===== src/rtl/uart_tx_pkg.sv =====
// Shared definitions for the UART transmit path.
//   - tx_state_e : frame FSM states (STOP2 is only reachable when the
//                  design is built with UART_TX_TWO_STOP_EN defined)
//   - START_BIT / STOP_BIT : line levels of the framing bits
//   - cnt_width() : width of the data-bit counter for a given payload size
package uart_tx_pkg;

  typedef enum logic [2:0] {
    IDLE   = 3'd0,
    START  = 3'd1,
    DATA   = 3'd2,
    PARITY = 3'd3,
    STOP   = 3'd4,
    STOP2  = 3'd5
  } tx_state_e;

  localparam logic START_BIT = 1'b0;
  localparam logic STOP_BIT  = 1'b1;

  // Counter only has to reach DATA_WIDTH-1, never DATA_WIDTH.
  function automatic int cnt_width(input int data_width);
    return (data_width < 2) ? 1 : $clog2(data_width);
  endfunction

endpackage


===== src/rtl/uart_tx_ctrl_if.sv =====
// Handshake/line bundle of the UART transmit frame controller.
//   p_data, data_valid, par_en : byte request from the host side
//   parity_bit                 : parity from the external parity_calc block
//   tx_out, busy, ser_done     : registered controller outputs
// Modports: master = requester / parity source, slave = uart_tx_ctrl.
interface uart_tx_ctrl_if #(
  parameter int DATA_WIDTH = 8
) ();

  logic [DATA_WIDTH-1:0] p_data;
  logic                  data_valid;
  logic                  par_en;
  logic                  parity_bit;
  logic                  tx_out;
  logic                  busy;
  logic                  ser_done;

  modport master (
    output p_data, data_valid, par_en, parity_bit,
    input  tx_out, busy, ser_done
  );

  modport slave (
    input  p_data, data_valid, par_en, parity_bit,
    output tx_out, busy, ser_done
  );

endinterface


===== src/rtl/uart_tx_serializer.sv =====
// Data shift register and bit counter of the UART transmitter.
//   clk, rst_n  : bit clock, synchronous active-low reset
//   load        : capture load_data and clear the counter
//   load_data   : payload to serialise
//   shift_en    : shift right one bit and advance the counter
//   serial_bit  : current LSB of the shift register
//   last_bit    : counter is on the final data bit
//   ser_done    : registered pulse during the last data-bit cycle
module uart_tx_serializer
  import uart_tx_pkg::*;
#(
  parameter int DATA_WIDTH = 8
) (
  input  logic                  clk,
  input  logic                  rst_n,
  input  logic                  load,
  input  logic [DATA_WIDTH-1:0] load_data,
  input  logic                  shift_en,
  output logic                  serial_bit,
  output logic                  last_bit,
  output logic                  ser_done
);

  localparam int             CW       = cnt_width(DATA_WIDTH);
  localparam logic [CW-1:0]  LAST_IDX = CW'(DATA_WIDTH - 1);

  logic [DATA_WIDTH-1:0] shift_q, shift_d;
  logic [CW-1:0]         cnt_q, cnt_d;
  logic                  ser_done_q, ser_done_d;

  assign last_bit   = (cnt_q == LAST_IDX);
  assign serial_bit = shift_q[0];
  assign ser_done   = ser_done_q;

  always_comb begin
    // NOTE: every always_comb output gets a default first so no path leaves it unassigned (no latch).
    shift_d    = shift_q;
    cnt_d      = cnt_q;
    ser_done_d = 1'b0;
    if (load) begin
      shift_d = load_data;
      cnt_d   = '0;
    end else if (shift_en) begin
      shift_d    = shift_q >> 1;
      // Hold on the last bit so the counter never wraps inside a frame.
      cnt_d      = last_bit ? cnt_q : cnt_q + CW'(1);
      ser_done_d = last_bit;
    end
  end

  always_ff @(posedge clk) begin
    // NOTE: sequential state uses non-blocking assignments only.
    if (!rst_n) begin
      // NOTE: the shift register is reset too, so an aborted frame leaves no stale payload.
      shift_q    <= '0;
      cnt_q      <= '0;
      ser_done_q <= 1'b0;
    end else begin
      shift_q    <= shift_d;
      cnt_q      <= cnt_d;
      ser_done_q <= ser_done_d;
    end
  end

endmodule


===== src/rtl/uart_tx_ctrl.sv =====
// UART transmit frame controller: frame FSM and registered line mux.
// Frame: start bit, DATA_WIDTH data bits LSB first, optional parity, stop.
//   clk, rst_n : bit clock (one cycle per bit), synchronous active-low reset
//   bus        : uart_tx_ctrl_if.slave
//                in : p_data, data_valid, par_en, parity_bit
//                out: tx_out (idle high), busy, ser_done (all registered)
// Build option: UART_TX_TWO_STOP_EN adds a second stop bit (STOP2).
module uart_tx_ctrl
  import uart_tx_pkg::*;
#(
  parameter int DATA_WIDTH = 8
) (
  input  logic           clk,
  input  logic           rst_n,
  uart_tx_ctrl_if.slave  bus
);

  tx_state_e state_q, state_d;
  logic      tx_out_q, tx_out_d;
  logic      busy_q, busy_d;
  logic      par_en_q, par_en_d;
  logic      load, shift_en, serial_bit, last_bit, ser_done;

  uart_tx_serializer #(.DATA_WIDTH(DATA_WIDTH)) u_serializer (
    .clk        (clk),
    .rst_n      (rst_n),
    .load       (load),
    .load_data  (bus.p_data),
    .shift_en   (shift_en),
    .serial_bit (serial_bit),
    .last_bit   (last_bit),
    .ser_done   (ser_done)
  );

  // Outputs are registered from the current state, so the line lags the
  // state by one edge: accept at N puts START on the line from edge N+1.
  always_comb begin
    state_d  = state_q;
    tx_out_d = STOP_BIT;
    busy_d   = 1'b1;
    par_en_d = par_en_q;
    load     = 1'b0;
    shift_en = 1'b0;
    case (state_q)
      IDLE: begin
        busy_d = 1'b0;
        if (bus.data_valid) begin
          load     = 1'b1;
          par_en_d = bus.par_en;
          state_d  = START;
        end
      end
      START: begin
        tx_out_d = START_BIT;
        state_d  = DATA;
      end
      DATA: begin
        tx_out_d = serial_bit;
        shift_en = 1'b1;
        if (last_bit) state_d = par_en_q ? PARITY : STOP;
      end
      PARITY: begin
        tx_out_d = bus.parity_bit;
        state_d  = STOP;
      end
      STOP: begin
`ifdef UART_TX_TWO_STOP_EN
        state_d = STOP2;
`else
        state_d = IDLE;
`endif
      end
`ifdef UART_TX_TWO_STOP_EN
      STOP2: state_d = IDLE;
`endif
      default: begin
        // Unused encodings drop straight back to an idle line.
        busy_d  = 1'b0;
        state_d = IDLE;
      end
    endcase
  end

  always_ff @(posedge clk) begin
    if (!rst_n) begin
      state_q  <= IDLE;
      tx_out_q <= STOP_BIT;
      busy_q   <= 1'b0;
      par_en_q <= 1'b0;
    end else begin
      state_q  <= state_d;
      tx_out_q <= tx_out_d;
      busy_q   <= busy_d;
      par_en_q <= par_en_d;
    end
  end

  assign bus.tx_out   = tx_out_q;
  assign bus.busy     = busy_q;
  assign bus.ser_done = ser_done;

endmodule


===== src/flat_wrapper.sv =====
// flat-port wrapper written by rule: the top's interface ports become plain ports
module uart_tx_ctrl_flat import uart_tx_pkg::*;
#(
  parameter int DATA_WIDTH = 8
)
  (clk, rst_n, bus_p_data, bus_data_valid, bus_par_en, bus_parity_bit, bus_tx_out, bus_busy, bus_ser_done);
  uart_tx_ctrl_if #(.DATA_WIDTH(DATA_WIDTH)) bus_i ();
  input  logic clk;
  input  logic rst_n;
  input wire logic [$bits(bus_i.p_data)-1:0] bus_p_data;
  input wire logic [$bits(bus_i.data_valid)-1:0] bus_data_valid;
  input wire logic [$bits(bus_i.par_en)-1:0] bus_par_en;
  input wire logic [$bits(bus_i.parity_bit)-1:0] bus_parity_bit;
  output wire logic [$bits(bus_i.tx_out)-1:0] bus_tx_out;
  output wire logic [$bits(bus_i.busy)-1:0] bus_busy;
  output wire logic [$bits(bus_i.ser_done)-1:0] bus_ser_done;
  assign bus_i.p_data = bus_p_data;
  assign bus_i.data_valid = bus_data_valid;
  assign bus_i.par_en = bus_par_en;
  assign bus_i.parity_bit = bus_parity_bit;
  assign bus_tx_out = bus_i.tx_out;
  assign bus_busy = bus_i.busy;
  assign bus_ser_done = bus_i.ser_done;
  uart_tx_ctrl #(.DATA_WIDTH(DATA_WIDTH)) u_core (.clk(clk), .rst_n(rst_n), .bus(bus_i));
endmodule

===== config.mk =====
export PLATFORM = sky130hd
export DESIGN_NAME = uart_tx_ctrl_flat
export DESIGN_NICKNAME = d
export VERILOG_FILES = /design/src/rtl/uart_tx_pkg.sv /design/src/rtl/uart_tx_ctrl_if.sv /design/src/rtl/uart_tx_serializer.sv /design/src/rtl/uart_tx_ctrl.sv /design/src/flat_wrapper.sv
export SDC_FILE = /design/constraint.sdc
export NUM_CORES = 1
export LEC_CHECK = 0
export CORE_UTILIZATION = 44
export CTS_BUF_LIST = sky130_fd_sc_hd__clkbuf_8
export CTS_CLUSTER_SIZE = 28
export DETAILED_ROUTE_END_ITERATION = 16
export GPL_TIMING_DRIVEN = 1
export PLACE_DENSITY_LB_ADDON = 0.12
export SYNTH_ARGS = -nofsm -noshare
export SYNTH_HDL_FRONTEND = slang
export SYNTH_SLANG_ARGS = --single-unit
export TNS_END_PERCENT = 1

===== constraint.sdc =====
create_clock -name clk -period 2.3 [get_ports clk]
set_input_delay 0.345 -clock clk [delete_from_list [all_inputs] [get_ports clk]]
set_output_delay 0.345 -clock clk [all_outputs]
set_load 0.05 [all_outputs]

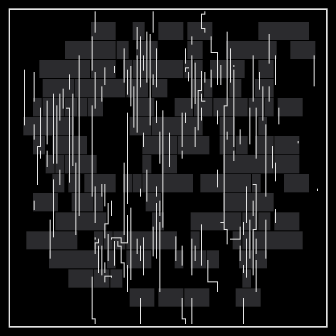
*The metal 2 layer, run 1*
wire length on this layer: 668 um
nets with wire on the layer: 98

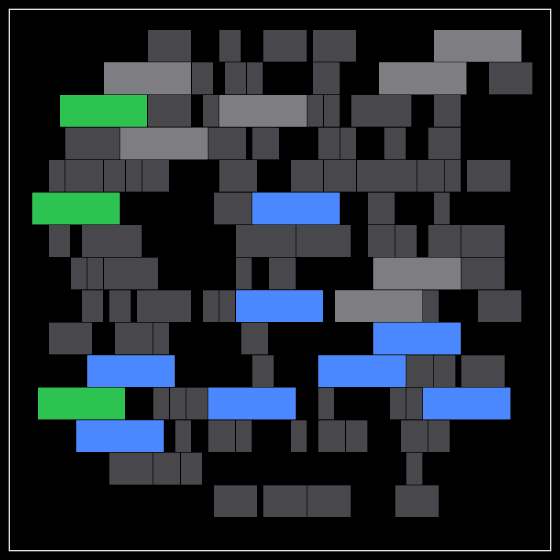
*Sequential cells grouped by signal name, run 1*
Other sequential cells in the stronger grey, the rest of the logic in the fainter grey.
legend:
  `u_core.u_serializer.shift_q`:
    colour: blue
    flops: 8
  `u_core.u_serializer.cnt_q`:
    colour: green
    flops: 3
not coloured: 7

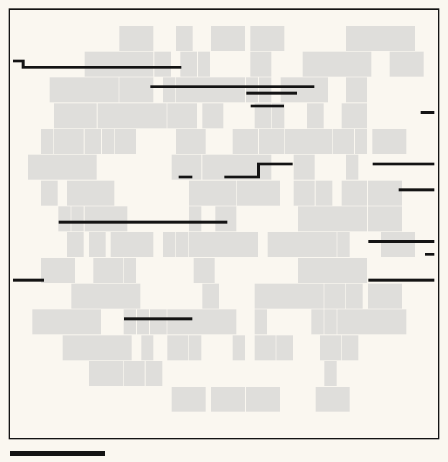
*The metal 3 layer, run 1*
Bar = 10 um.
share of all routed wire: 7.0%
wire length on this layer: 105 um
nets with wire on the layer: 13

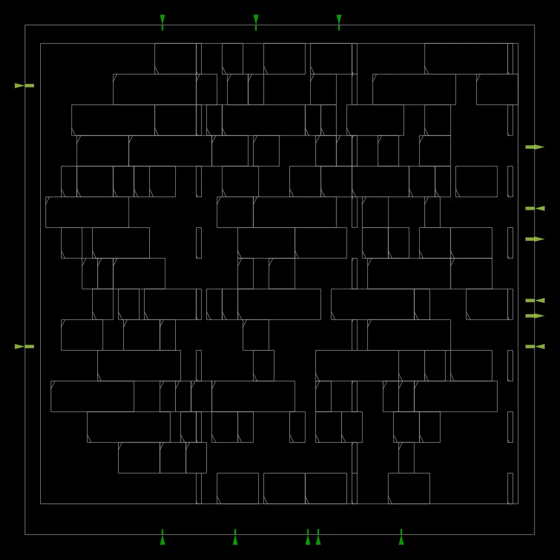
*Placed standard cells, run 1*
filler cell count: 173
Core Region: 0.00173 mm2
Rows: 15
flop share of the area: 36.3%
flop count: 18

==> impl_metrics.ini, run 1 <==
; implementation run metrics
[status]
status = completed

[worst_setup_path]
crit_arrival_ns = 1.34
crit_family = buffers and inverters
startpoint = u_core.u_serializer.ser_done
path_class = register to primary output
crit_path_end = bus_ser_done
cp-start-kind = register
ff2ff_path_depth = 5
reg2reg_from = u_core.u_serializer.cnt_q[0]
critPathCaptureType = primary output
slowest_stage = clkdlybuf4s50_1
worst_path_largest_cell_delay_ns = 0.79
path_max_fanout = 1
path_cells = clkdlybuf4s50_1
critPathBufInv = 1
rr_endpoint = u_core.u_serializer.cnt_q[0]
r2r_setup_slack_ns = 0.61
critPathRequiredTime_ns = 1.96
worst-path-stages = 1

[worst_hold_path]
min_from = u_core.u_serializer.shift_q[2]
hold_class = register to register
holdPathEnd = u_core.u_serializer.shift_q[2]
hold_depth = 2

[power]
seq_power_share_pct = 52.7
p_per_area_mw_per_mm2 = 671
p_leak_nw = 0.374
clockPowerShare_pct = 31.6
combPwrFrac_pct = 15.7
power_sequential_w = 0.000351
switching_share_pct = 24.5
worst_ir_drop_vdd_uv = 548
netSwitchingPower_w = 0.000163
p_int_w = 0.000502
powerClk_w = 0.000210
p_comb_w = 0.000104
p_total_w = 0.000665
maxPowerGroup = registers

[cts]
cts_tree = done
post_cts_resized = 0
cts.htree.levels = 1
cts.path.max_buffers = 2
cts.reportedPaths.clkPinSlew_ns = 0.06
ctsHoldBuffers = 0
post-cts-setup-buffers = 0
clock_latency_ns = 0.25
cts-buffers-inserted = 3

[timing]
min_period_ns = 1.69
tightest_slew_ns = 0.616
relSlewSlack_pct = 58.3
final_max_slew_viol_count = 0
whs_ns = 0.473
finalSetupViolations = 0
post-route-period-util_pct = 73.4
fmax_mhz = 592
rsz0062_at_grt = no
setup_tns_ns = 0
timing.final.ws_setup_ns = 0.611
skew_ns = 0.00223

[routing]
viasPerCell = 5.19
routedLengthMet1_um = 715
highest_layer = met4
vias = 680
dr.pass1.iters = 4
antenna_left = 0
initialDrtViolationCount = 10
wl_per_cell_um = 11.5
dr_wl_met2_um = 667
drc = 0
drt-total-wl_mm = 1.50
met3_length_um = 105

[yosys]
top_area_share_pct = 44.0
ff_type = dfxtp_1
topCombFamilyByArea = simple AND/OR/NAND/NOR gates
ys_area_um2 = 820
ys_ff = 18
syn_inst = 94
yosys-top-cells-count = nand2_1, dfxtp_1, o21ai_0, a31oi_1, a21oi_1
synth_nets = 109
ys_sh_adder_pct = 3.05
synth-edff-count = 0
area_leaders = dfxtp_1, nand2_1, o21ai_0
xor_area_share_pct = 1.07
syn_avg_cell_area_um2 = 8.72
ys_sh_simple_pct = 23.2
synthArstFlopShare_pct = 0
yosysTopAreaCell = dfxtp_1
ys_seq_share_pct = 44.0
yosysUniqueCellTypes = 34
aoi_share_pct = 19.5
ys_sh_mux_pct = 1.22
yosysMostFrequentCell = nand2_1
synth_warnings = 0
synthesis.area_um2 = 820
ys_cells = 94

[finish]
mostFrequentLayoutCell = nand2_1
buffers = 16
largestRegisters = u_core.u_serializer.shift_q: 8 flops, u_core.state_q: 3 flops, u_core.u_serializer.cnt_q: 3 flops
biggestCellCategory = combinational gates
area_growth_syn_to_layout_pct = 21.1
final_cell_mix = nand2_1, dfxtp_1, clkdlybuf4s50_1, o21ai_0, a31oi_1
final_cells = 131
n_all_inverters = 2
ff_latch_area_um2 = 360
top_register = u_core.u_serializer.shift_q
multi_input_comb_cells = 67
logic_area_um2 = 394
drive_above_1_share_pct = 9.43
largest_register_ffs = 8
clock_buffers = 3
buf_share_pct = 15.9
nets = 123
sh_comb_area_pct = 39.7
diodes = 0
final_util_pct = 57.5
clk_share_pct = 4.16

[global_routing]
grt_pass1_vias = 580
grt.busiest_layer = met1
grt_max_degree = 17
gr-usage-met1_pct = 25.0
use_met3_pct = 7.20
grt_pass1_wl_mm = 2.55
track_usage_pct = 17.8
antenna_found_initial = 0
met2_usage_pct = 24.6
grt-ovfl-total = 0

[flow_run]
warnings = 26

[floorplan]
ios = 16
die_area_mm2 = 0.00204
tap_cells = 25
dieHeight_um = 45.2
die_w_um = 45.2
fp_util_pct = 47.5

[place]
io_buffers = 15
place_inst = 128
place_ws_ns = 0.451
placed_cell_area_um2 = 951
globalplace.congestion = 0.697
### Signal wires on met1, run 1

Bar = 10 um.
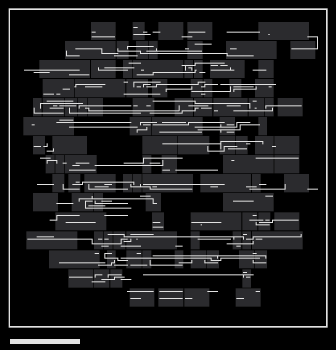

--- run 2 (diff from run 1) ---
==> constraint.sdc (replaced) <==
create_clock -name clk -period 1.76 [get_ports clk]
set_input_delay 0.264 -clock clk [delete_from_list [all_inputs] [get_ports clk]]
set_output_delay 0.264 -clock clk [all_outputs]
set_load 0.05 [all_outputs]
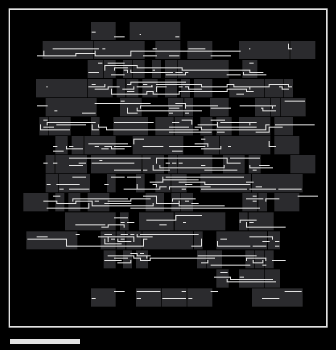
*Signal wires on met1, run 2*
Bar = 10 um.
wire length on this layer: 753 um
share of all routed wire: 49%
nets with wire on the layer: 111
main direction: horizontal

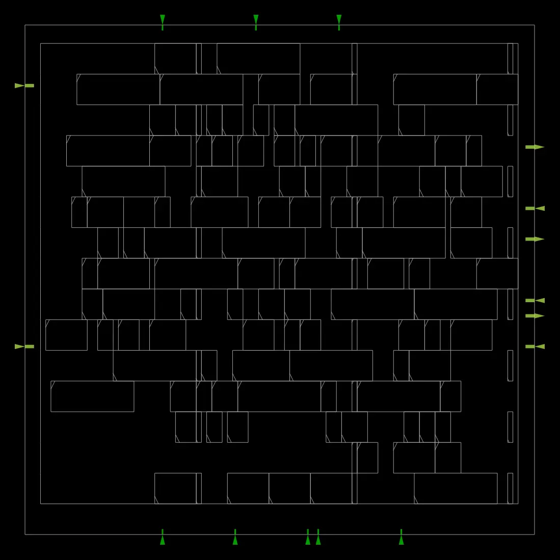
*Placed standard cells, run 2*
flop share of the area: 35.5%
filler cell count: 168
Final Util: 58.8%
TAP cells: 25
fin cells: 134

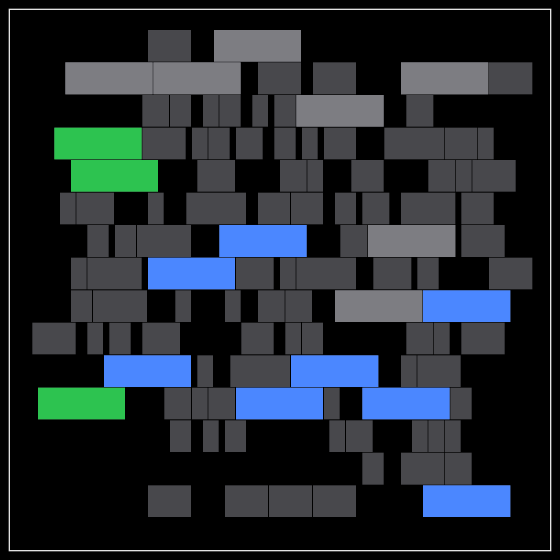
*Sequential cells grouped by signal name, run 2*
Other sequential cells in the stronger grey, the rest of the logic in the fainter grey.
legend:
  `u_core.u_serializer.cnt_q`:
    colour: green
    flops: 3
  `u_core.u_serializer.shift_q`:
    colour: blue
    flops: 8
not coloured: 7

==> run 2 against run 1 <==
Clock-buffer cell count is the same. Global-route usage grew 0.24 points. Clock skew grew 0.0015 ns. Utilization grew 1.3 points. First-iteration DRC count is the same. Critical path depth is the same. Die area is the same. Final area grew 2.3%. Cell count grew 2.3%. Synthesized area is the same. Combinational power grew about 40%.
==> impl_metrics.ini, run 2 <==
; implementation run metrics
[place]
placed_cell_area_um2 = 973
place_hpwl_mm = 1.09
place_ws_ns = 0.0399
place_inst = 131
io_buffers = 15
globalplace.congestion = 0.674

[global_routing]
grt_pass1_wl_mm = 2.65
gr-usage-met1_pct = 24.2
grt_pass1_vias = 596
use_met3_pct = 4.00
grt-ovfl-total = 0
antenna_found_initial = 0
grt.busiest_layer = met2
track_usage_pct = 18.0
met2_usage_pct = 27.0
grt_max_degree = 17

[cts]
ctsHoldBuffers = 0
cts.reportedPaths.clkPinSlew_ns = 0.06
post-cts-setup-buffers = 0
cts-root-buf = clkbuf_8
cts-buffers-inserted = 3
cts_tree = done
cts.path.max_buffers = 2
cts.htree.levels = 1
post_cts_resized = 0

[finish]
nets = 126
logic_area_um2 = 394
top_register = u_core.u_serializer.shift_q
mostFrequentLayoutCell = nand2_1
drive_above_1_share_pct = 11.9
largestRegisters = u_core.u_serializer.shift_q: 8 flops, u_core.state_q: 3 flops, u_core.u_serializer.cnt_q: 3 flops
largest_register_ffs = 8
seq_cells = 18
area_growth_syn_to_layout_pct = 23.8
sh_comb_area_pct = 38.8
n_all_inverters = 2
buf_share_pct = 17.8
ff_latch_area_um2 = 360
final_cell_mix = nand2_1, dfxtp_1, clkdlybuf4s50_1, o21ai_0, a31oi_1
clock_buffers = 3
buffers = 19
diodes = 0
biggestCellCategory = combinational gates
multi_input_comb_cells = 67

[yosys]
yosysUniqueCellTypes = 34
ys_seq_share_pct = 44.0
ys_sh_adder_pct = 3.05
syn_inst = 94
ys_sh_mux_pct = 1.22
top_area_share_pct = 44.0
topCombFamilyByArea = simple AND/OR/NAND/NOR gates
yosys-top-cells-count = nand2_1, dfxtp_1, o21ai_0, a31oi_1, a21oi_1
synth_warnings = 0
ys_sh_simple_pct = 23.2
synth_nets = 109
synth-edff-count = 0
ys_area_um2 = 820
ys_cells = 94
ff_type = dfxtp_1
synthesis.area_um2 = 820
yosysTopAreaCell = dfxtp_1
area_leaders = dfxtp_1, nand2_1, o21ai_0
xor_area_share_pct = 1.07
ys_ff = 18
yosysMostFrequentCell = nand2_1
syn_avg_cell_area_um2 = 8.72
aoi_share_pct = 19.5
synthArstFlopShare_pct = 0

[routing]
viasPerCell = 5.32
drc = 0
routedLengthMet1_um = 753
drt-total-wl_mm = 1.55
antenna_left = 0
wl_per_cell_um = 11.6
vias = 713
initialDrtViolationCount = 10
dr.pass1.iters = 4
highest_layer = met4
dr_wl_met2_um = 725
met3_length_um = 51

[power]
p_leak_nw = 0.390
maxPowerGroup = registers
combPwrFrac_pct = 16.6
p_int_w = 0.000661
worst_ir_drop_vdd_uv = 398
p_comb_w = 0.000146
p_per_area_mw_per_mm2 = 865
power_sequential_w = 0.000457
clockPowerShare_pct = 31.3
powerClk_w = 0.000275
p_total_w = 0.000877
netSwitchingPower_w = 0.000216
seq_power_share_pct = 52.0

[floorplan]
fp_util_pct = 47.5
die_w_um = 45.2
dieHeight_um = 45.2
rows = 15
die_area_mm2 = 0.00204
ios = 16
coreArea_mm2 = 0.00173

[worst_setup_path]
crit_path_end = bus_ser_done
slowest_stage = clkdlybuf4s50_1
reg2reg_from = u_core.u_serializer.cnt_q[0]
startpoint = u_core.u_serializer.ser_done
critPathBufInv = 1
rr_endpoint = u_core.u_serializer.cnt_q[0]
worst-path-stages = 1
worst_path_largest_cell_delay_ns = 0.79
r2r_setup_slack_ns = 0.27
cp-start-kind = register
critPathCaptureType = primary output
path_class = register to primary output
critPathRequiredTime_ns = 1.50
ff2ff_path_depth = 6
crit_arrival_ns = 1.35
path_cells = clkdlybuf4s50_1
path_max_fanout = 1
crit_family = buffers and inverters

[timing]
tightest_slew_ns = 0.505
setup_tns_ns = 0
final_max_slew_viol_count = 0
rsz0062_at_grt = no
min_period_ns = 1.61
finalSetupViolations = 0
relSlewSlack_pct = 66.2
post-route-period-util_pct = 91.6
skew_ns = 0.00376
fmax_mhz = 620
timing.final.ws_setup_ns = 0.148
whs_ns = 0.468

[status]
status = completed

[flow_run]
warnings = 26

[worst_hold_path]
min_from = u_core.u_serializer.shift_q[3]
hold_class = register to register
hold_depth = 2
holdPathEnd = u_core.u_serializer.shift_q[2]
### The metal 2 layer, run 2

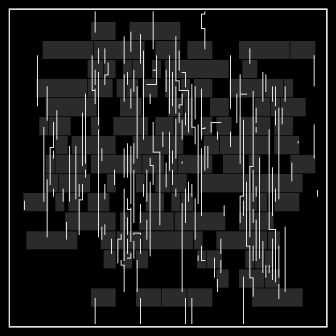

--- run 3 (diff from run 2) ---
--- a/config.mk
+++ b/config.mk
@@ -5,6 +5,7 @@
 export SDC_FILE = /design/constraint.sdc
 export NUM_CORES = 1
 export LEC_CHECK = 0
+export ABC_AREA = 1
 export CORE_UTILIZATION = 44
 export CTS_BUF_LIST = sky130_fd_sc_hd__clkbuf_8
 export CTS_CLUSTER_SIZE = 28
==> constraint.sdc (replaced) <==
create_clock -name clk -period 1.3 [get_ports clk]
set_input_delay 0.195 -clock clk [delete_from_list [all_inputs] [get_ports clk]]
set_output_delay 0.195 -clock clk [all_outputs]
set_load 0.05 [all_outputs]
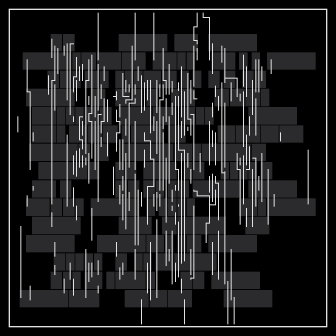
*The metal 2 layer, run 3*
main direction: vertical
share of all routed wire: 48%
longest straight run: 18.4 um
wire length on this layer: 976 um

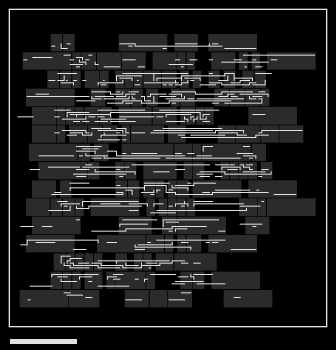
*Signal wires on met1, run 3*
Bar = 10 um.
final WL: 2.01 mm
via count: 916
met1 Use GR: 29.4%

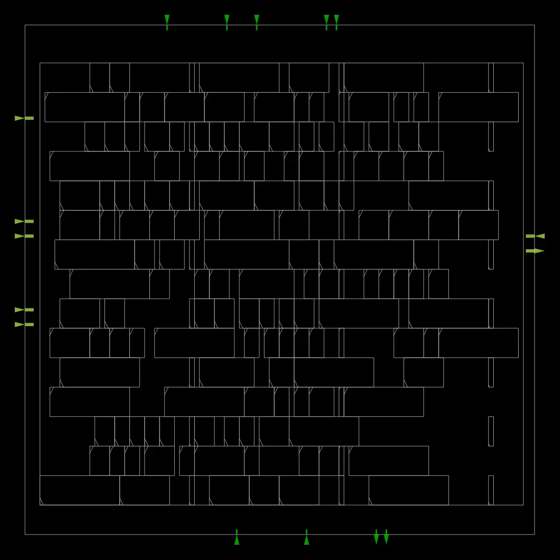
*Placed standard cells, run 3*
flop share of the area: 29.3%
Final Util: 67.8%
filler cell count: 158

==> run 3 against run 2 <==
Register-to-register slack lost 0.16 ns. First-iteration DRC count went up to 2.7 times the previous value. Utilization grew 9.0 points. Routed wire length is 30% higher. Sequential power is 84% higher. Combinational power rose to 9.3 times the previous value. Synthesized area grew 8.9%. Worst hold slack improved by 0.0028 ns. Power grew to 3.0 times the previous value. Critical path depth is 6 higher. Cell count rose by 30%. Largest cell class unchanged.
==> impl_metrics.ini, run 3 <==
; implementation run metrics
[status]
status = completed

[yosys]
ys_sh_mux_pct = 0
top_area_share_pct = 40.4
syn_inst = 125
synth_nets = 140
synth-edff-count = 0
area_leaders = dfxtp_1, nand2_1, nand4_1
ys_cells = 125
topCombFamilyByArea = simple AND/OR/NAND/NOR gates
aoi_share_pct = 7.29
yosys-top-cells-count = nand2_1, dfxtp_1, nand4_1, a21oi_1, nand3_1
synthArstFlopShare_pct = 0
syn_avg_cell_area_um2 = 7.14
yosysUniqueCellTypes = 18
ys_sh_adder_pct = 2.81

[floorplan]
tap_cells = 25
die_w_um = 47.0
rows = 15
die_area_mm2 = 0.00221
dieHeight_um = 47.0

[worst_setup_path]
critPathRequiredTime_ns = 1.48
r2r_setup_slack_ns = 0.11
path_cells = ha_1, ha_1, inv_2, nand3_4, inv_2, nand2_1, a21oi_1
critPathCaptureType = register
path_max_fanout = 6
startpoint = u_core.u_serializer.cnt_q[0]
crit_path_end = u_core.u_serializer.cnt_q[1]
worst_path_largest_cell_delay_ns = 0.31
worst-path-stages = 7
reg2reg_from = u_core.u_serializer.cnt_q[0]

[power]
switching_share_pct = 42.0
powerClk_w = 0.000458
seq_power_share_pct = 31.7
p_per_area_mw_per_mm2 = 2160
p_comb_w = 0.00136
worst_ir_drop_vdd_uv = 1260
p_leak_nw = 0.541
clockPowerShare_pct = 17.2
combPwrFrac_pct = 51.1

[global_routing]
track_usage_pct = 21.7
met2_usage_pct = 35.3
grt.busiest_layer = met2
grt_pass1_wl_mm = 3.41
use_met3_pct = 3.46
antenna_found_initial = 0

[finish]
multi_input_comb_cells = 87
n_all_inverters = 14
buf_share_pct = 22.3
ff_latch_area_um2 = 362
logic_area_um2 = 458
drive_above_1_share_pct = 19.5
seq_cells = 18
diodes = 0
area_growth_syn_to_layout_pct = 38.3
clock_buffers = 4
sh_comb_area_pct = 37.1
buffers = 26
largestRegisters = u_core.u_serializer.shift_q: 8 flops, u_core.state_q: 3 flops, u_core.u_serializer.cnt_q: 3 flops

[cts]
cts_tree = done
cts.reportedPaths.clkPinSlew_ns = 0.07
cts.path.max_buffers = 2
cts.htree.levels = 1
post_cts_resized = 1
clock_latency_ns = 0.25

[routing]
dr.pass1.iters = 4
routedLengthMet1_um = 939

[timing]
whs_ns = 0.471
min_period_ns = 1.19
relSlewSlack_pct = 79.3
final_max_slew_viol_count = 0
fmax_mhz = 838
skew_ns = 0.00622
rsz0062_at_grt = no

[worst_hold_path]
min_from = u_core.u_serializer.cnt_q[1]
holdPathEnd = u_core.u_serializer.cnt_q[1]
hold_depth = 2
hold_class = register to register

[place]
place_hpwl_mm = 1.44

[flow_run]
warnings = 26
Power is estimated from default activity; no workload was simulated.
